### config.mk
export PLATFORM = sky130hd
export DESIGN_NAME = uart_transmitter
export DESIGN_NICKNAME = d
export VERILOG_FILES = /design/src/rtl/uart_pkg.sv /design/src/rtl/uart_baud_gen.sv /design/src/rtl/uart_transmitter.sv
export SDC_FILE = /design/constraint.sdc
export NUM_CORES = 1
export LEC_CHECK = 0
export CORE_UTILIZATION = 26
export DETAILED_ROUTE_END_ITERATION = 10
export GPL_TIMING_DRIVEN = 0
export HOLD_SLACK_MARGIN = 0.03
export SYNTH_ARGS = -nofsm -noshare
export SYNTH_HDL_FRONTEND = slang
export SYNTH_SLANG_ARGS = --single-unit
### constraint.sdc
create_clock -name clk -period 5.45 [get_ports clk]
set_input_delay 0.8175 -clock clk [delete_from_list [all_inputs] [get_ports clk]]
set_output_delay 0.8175 -clock clk [all_outputs]
set_load 0.01 [all_outputs]
### src/rtl/uart_pkg.sv
// Shared types and constants for the 8N1 UART transmitter.
package uart_pkg;

    localparam int unsigned DATA_BITS  = 8;
    localparam int unsigned BIT_IDX_W  = 3;
    localparam int unsigned FRAME_BITS = 10;

    typedef enum logic [1:0] {
        IDLE  = 2'd0,
        START = 2'd1,
        DATA  = 2'd2,
        STOP  = 2'd3
    } uart_state_e;

endpackage

### src/rtl/uart_baud_gen.sv
// Bit-period counter: counts 0..DIVISOR-1 while a frame is running and flags the last clock.
module uart_baud_gen #(
    parameter int unsigned DIVISOR = 434
) (
    input  logic clk,
    input  logic rst_,
    input  logic run,
    output logic baud_tick_c
);

    localparam int unsigned CNT_W = (DIVISOR > 1) ? $clog2(DIVISOR) : 1;

    logic [CNT_W-1:0] baud_cnt_q;
    logic [CNT_W-1:0] baud_cnt_d;

    // Counter rests at zero while idle so every frame starts on a full bit period.
    always_comb begin
        baud_cnt_d  = '0;
        baud_tick_c = run && (baud_cnt_q == CNT_W'(DIVISOR - 1));
        if (run && !baud_tick_c) begin
            baud_cnt_d = baud_cnt_q + CNT_W'(1);
        end
    end

    always_ff @(posedge clk or negedge rst_) begin
        if (!rst_) begin
            baud_cnt_q <= '0;
        end else begin
            baud_cnt_q <= baud_cnt_d;
        end
    end

endmodule

### src/rtl/uart_transmitter.sv
// 8N1 UART serializer: start bit, 8 data bits LSB first, stop bit; one bit per DIVISOR clocks.
module uart_transmitter
    import uart_pkg::*;
#(
    parameter int unsigned CLK_FREQ  = 50_000_000,
    parameter int unsigned BAUD_RATE = 115200
) (
    input  logic       clk,
    input  logic       rst_,
    input  logic       tx_start,
    input  logic [7:0] tx_data,
    output logic       tx_serial,
    output logic       tx_busy
);

    localparam int unsigned DIVISOR = CLK_FREQ / BAUD_RATE;

    uart_state_e              state_q,     state_d;
    logic [DATA_BITS-1:0]     data_q,      data_d;
    logic [BIT_IDX_W-1:0]     bit_idx_q,   bit_idx_d;
    logic                     tx_serial_q, tx_serial_d;
    logic                     tx_busy_q,   tx_busy_d;
    logic                     baud_tick;

    uart_baud_gen #(
        .DIVISOR (DIVISOR)
    ) u_baud_gen (
        .clk         (clk),
        .rst_        (rst_),
        .run         (state_q != IDLE),
        .baud_tick_c (baud_tick)
    );

    // Next-state and line-level logic; the line only moves on a bit boundary.
    always_comb begin
        state_d     = state_q;
        data_d      = data_q;
        bit_idx_d   = bit_idx_q;
        tx_serial_d = tx_serial_q;
        tx_busy_d   = tx_busy_q;

        unique case (state_q)
            IDLE: begin
                tx_serial_d = 1'b1;
                tx_busy_d   = 1'b0;
                if (tx_start) begin
                    data_d      = tx_data;
                    state_d     = START;
                    tx_serial_d = 1'b0;
                    tx_busy_d   = 1'b1;
                end
            end
            START: begin
                if (baud_tick) begin
                    tx_serial_d = data_q[0];
                    bit_idx_d   = '0;
                    state_d     = DATA;
                end
            end
            DATA: begin
                if (baud_tick) begin
                    if (bit_idx_q != BIT_IDX_W'(DATA_BITS - 1)) begin
                        tx_serial_d = data_q[bit_idx_q + BIT_IDX_W'(1)];
                        bit_idx_d   = bit_idx_q + BIT_IDX_W'(1);
                    end else begin
                        tx_serial_d = 1'b1;
                        state_d     = STOP;
                    end
                end
            end
            STOP: begin
                if (baud_tick) begin
                    state_d     = IDLE;
                    tx_busy_d   = 1'b0;
                    tx_serial_d = 1'b1;
                end
            end
            default: begin
                state_d     = IDLE;
                tx_serial_d = 1'b1;
                tx_busy_d   = 1'b0;
            end
        endcase
    end

    always_ff @(posedge clk or negedge rst_) begin
        if (!rst_) begin
            state_q     <= IDLE;
            data_q      <= '0;
            bit_idx_q   <= '0;
            tx_serial_q <= 1'b1;
            tx_busy_q   <= 1'b0;
        end else begin
            state_q     <= state_d;
            data_q      <= data_d;
            bit_idx_q   <= bit_idx_d;
            tx_serial_q <= tx_serial_d;
            tx_busy_q   <= tx_busy_d;
        end
    end

    assign tx_serial = tx_serial_q;
    assign tx_busy   = tx_busy_q;

endmodule

==> GITHUB_STEP_SUMMARY, run 1 <==
### Metrics collected by this job

| Metric | Value |
|---|---|
| Tap Count | `67` |
| Final period util | `39.5%` |
| Clkbuf count | `4` |
| Post-route ant nets | `0` |
| Sw frac | `32.7%` |
| Top Registers | `u_baud_gen.baud_cnt_q x9, data_q x8, bit_idx_q x3` |
| GR Layer Usage met1 | `10.8%` |
| Largest class | `logic gates` |
| Ys cells | `109` |
| Dominant comb cell | `multiplexers` |
| Most Crowded Layer GR | `met2` |
| FF-to-FF path depth | `6` |
| Setup crit end kind | `output port` |
| MI comb area | `679 µm²` |
| Place WS | `3.03 ns` |
| CP delay by family, top | `flip-flops` |
| Combinational share of cell area | `43.5%` |
| WS Path Type | `reg2out` |
| Setup ws final | `3.30 ns` |
| Post-synth ARST share | `100%` |
| Clock slew at reported path FFs | `0.08 ns` |
| Sum Neg Setup Slack | `0 ns` |
| # IOs | `13` |
| Sink of the worst hold path | `u_baud_gen.baud_cnt_q[0]` |
| Min cycle time layout | `2.15 ns` |
| Clock share of power | `17.5%` |
| Max layer used | `met4` |
| TritonCTS Buffers | `3` |
| Reg-to-reg startpoint | `state_q[0]` |
| Status | `complete, no violations` |
| Reg with most FFs | `u_baud_gen.baud_cnt_q` |
| Clk latency late pin | `0.27 ns` |
| Max FFs per register | `9` |
| IO Port Bufs | `12` |
| Final setup vio count | `0` |
| CTS tree | `built` |
| # diodes | `0` |
| Simple-Gate Area Share | `13.9%` |
| Hold Path Cell Cnt | `1` |
| DRC Markers | `0` |
| Sequential share of power | `41.8%` |
| Fp util | `27.2%` |
| Die area | `0.00530 mm²` |
| Finished Core Util | `32.7%` |
| Hold Fails Final Rpt | `0` |
| Clock root buffer | `clkbuf_8` |
| Pwr Total | `0.000680 W` |
Run 1, selected gate families:
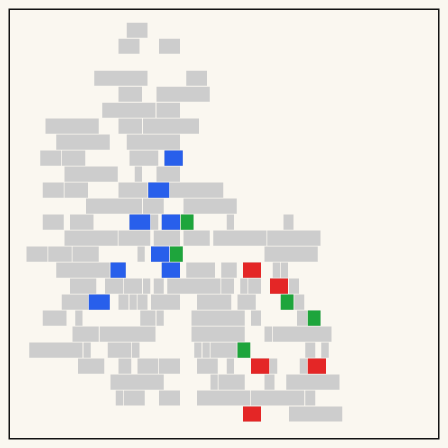
legend:
  AND-OR and OR-AND gates:
    colour: blue
    cells: 8
  XOR/XNOR gates:
    colour: red
    cells: 5
    most_used: xnor2_1
    where: south
  AND and OR gates:
    colour: green
    cells: 5

Run 1, placement density heat map:
The die is cut into 7 by 7 equal tiles; white is low, dark blue is high, 0 to 100% covered.
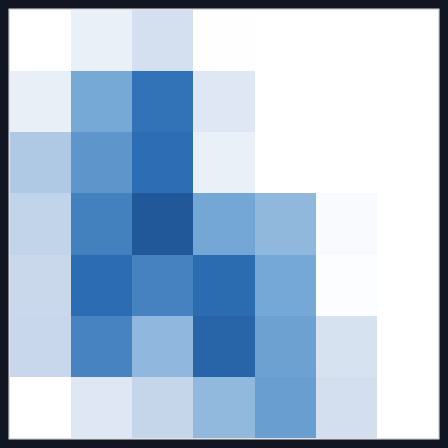
fullest tile: 84%
emptiest ninth of the die: north-east
nearly empty tiles: 35%
tiles over 75% full: 10%

Run 1, metal layers overlaid:
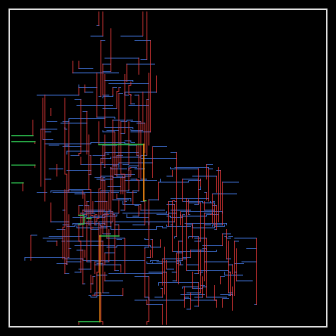
legend:
  metal 1:
    colour: blue
    wire_length: 1000 µm
  metal 4:
    colour: orange
    wire_length: 32.6 µm
  metal 2:
    colour: red
    wire_length: 1240 µm
  metal 3:
    colour: green
    wire_length: 43.0 µm
total number of vias: 867
Total Routing Usage GR: 9.61%
WL/cell: 12.1 µm

Run 1, the metal 2 layer:
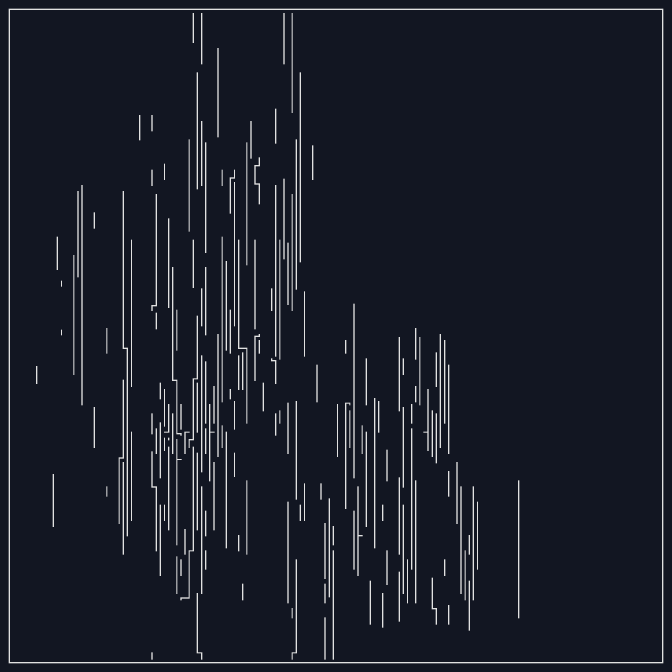
main direction: vertical
share of all routed wire: 53%
wire length on this layer: 1240 µm
nets with wire on the layer: 118

## Run 2: what changed since run 1
==> constraint.sdc (replaced) <==
create_clock -name clk -period 2.15 [get_ports clk]
set_input_delay 0.3225 -clock clk [delete_from_list [all_inputs] [get_ports clk]]
set_output_delay 0.3225 -clock clk [all_outputs]
set_load 0.01 [all_outputs]
Run 2, placement density heat map:
The die is cut into 7 by 7 equal tiles; white is low, dark blue is high, 0 to 100% covered.
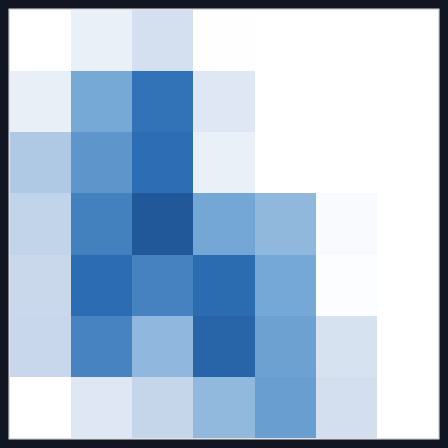
mean over tiles: 28%
fullest tile: 84%
emptiest ninth of the die: north-east
nearly empty tiles: 35%
tiles over 75% full: 10%
area of the core: 0.00479 mm²
Finished Core Util: 32.7%
fp util: 27.2%

Run 2, metal layers overlaid:
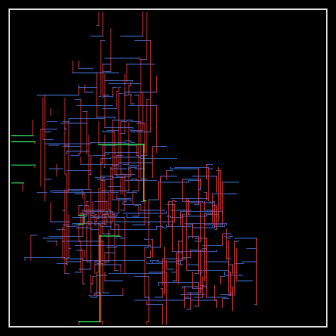
legend:
  metal 1:
    colour: blue
    wire_length: 998 µm
  metal 2:
    colour: red
    wire_length: 1240 µm
  metal 3:
    colour: green
    wire_length: 42.1 µm
  metal 4:
    colour: orange
    wire_length: 32.6 µm
total number of vias: 866
final wirelength: 2310 µm
WL/cell: 12.0 µm

==> run 2 against run 1 <==
  * Global-route usage did not move
  * Flip-flop count stayed put
  * Critical path depth rose by 5
  * Clock power went up to 2.5 times the previous value
  * Clock skew hardly changed
  * Synthesized cell count unchanged
  * Largest cell class unchanged
==> GITHUB_STEP_SUMMARY, run 2 <==
### Metrics collected by this job

| Metric | Value |
|---|---|
| CP delay by family, top | `AND-OR/OR-AND gates` |
| Combinational share of cell area | `43.5% (unchanged)` |
| Clk latency late pin | `0.27 ns (about the same)` |
| Sink of the worst hold path | `u_baud_gen.baud_cnt_q[0]` |
| Ys cells | `109 (unchanged)` |
| Die area | `0.00530 mm² (unchanged)` |
| # IOs | `13 (unchanged)` |
| Clock share of power | `17.5% (about the same)` |
| Post-route ant nets | `0 (unchanged)` |
| Hold Path Cell Cnt | `1 (unchanged)` |
| Clock root buffer | `clkbuf_8` |
| Dominant comb cell | `multiplexers` |
| # diodes | `0 (unchanged)` |
| Place WS | `0.0898 ns (-2.94 ns)` |
| CTS tree | `built` |
| Largest class | `logic gates` |
| Final setup vio count | `0 (unchanged)` |
| Max FFs per register | `9 (unchanged)` |
| Reg with most FFs | `u_baud_gen.baud_cnt_q` |
| GR Layer Usage met1 | `10.8% (unchanged)` |
| Final period util | `91.9%` |
| Setup crit end kind | `flop` |
| FF-to-FF path depth | `6 (unchanged)` |
| MI comb area | `679 µm² (unchanged)` |
| Reg-to-reg startpoint | `state_q[0]` |
| Clock slew at reported path FFs | `0.08 ns (about the same)` |
| Synth Area in XOR/XNOR | `3.36%` |
| Min cycle time layout | `1.98 ns` |
| TritonCTS Buffers | `3 (unchanged)` |
| Sum Neg Setup Slack | `0 ns (unchanged)` |
| Top Registers | `u_baud_gen.baud_cnt_q x9, data_q x8, bit_idx_q x3` |
| Total Routing Usage GR | `9.61% (unchanged)` |
| Setup ws final | `0.173 ns (-3.12 ns)` |
| Hold Fails Final Rpt | `0 (unchanged)` |
| Pwr Total | `0.00173 W (+150%)` |
| Status | `complete, no violations` |
| Simple-Gate Area Share | `13.9% (unchanged)` |
| Max layer used | `met4` |
Power and IR drop assume default switching activity.
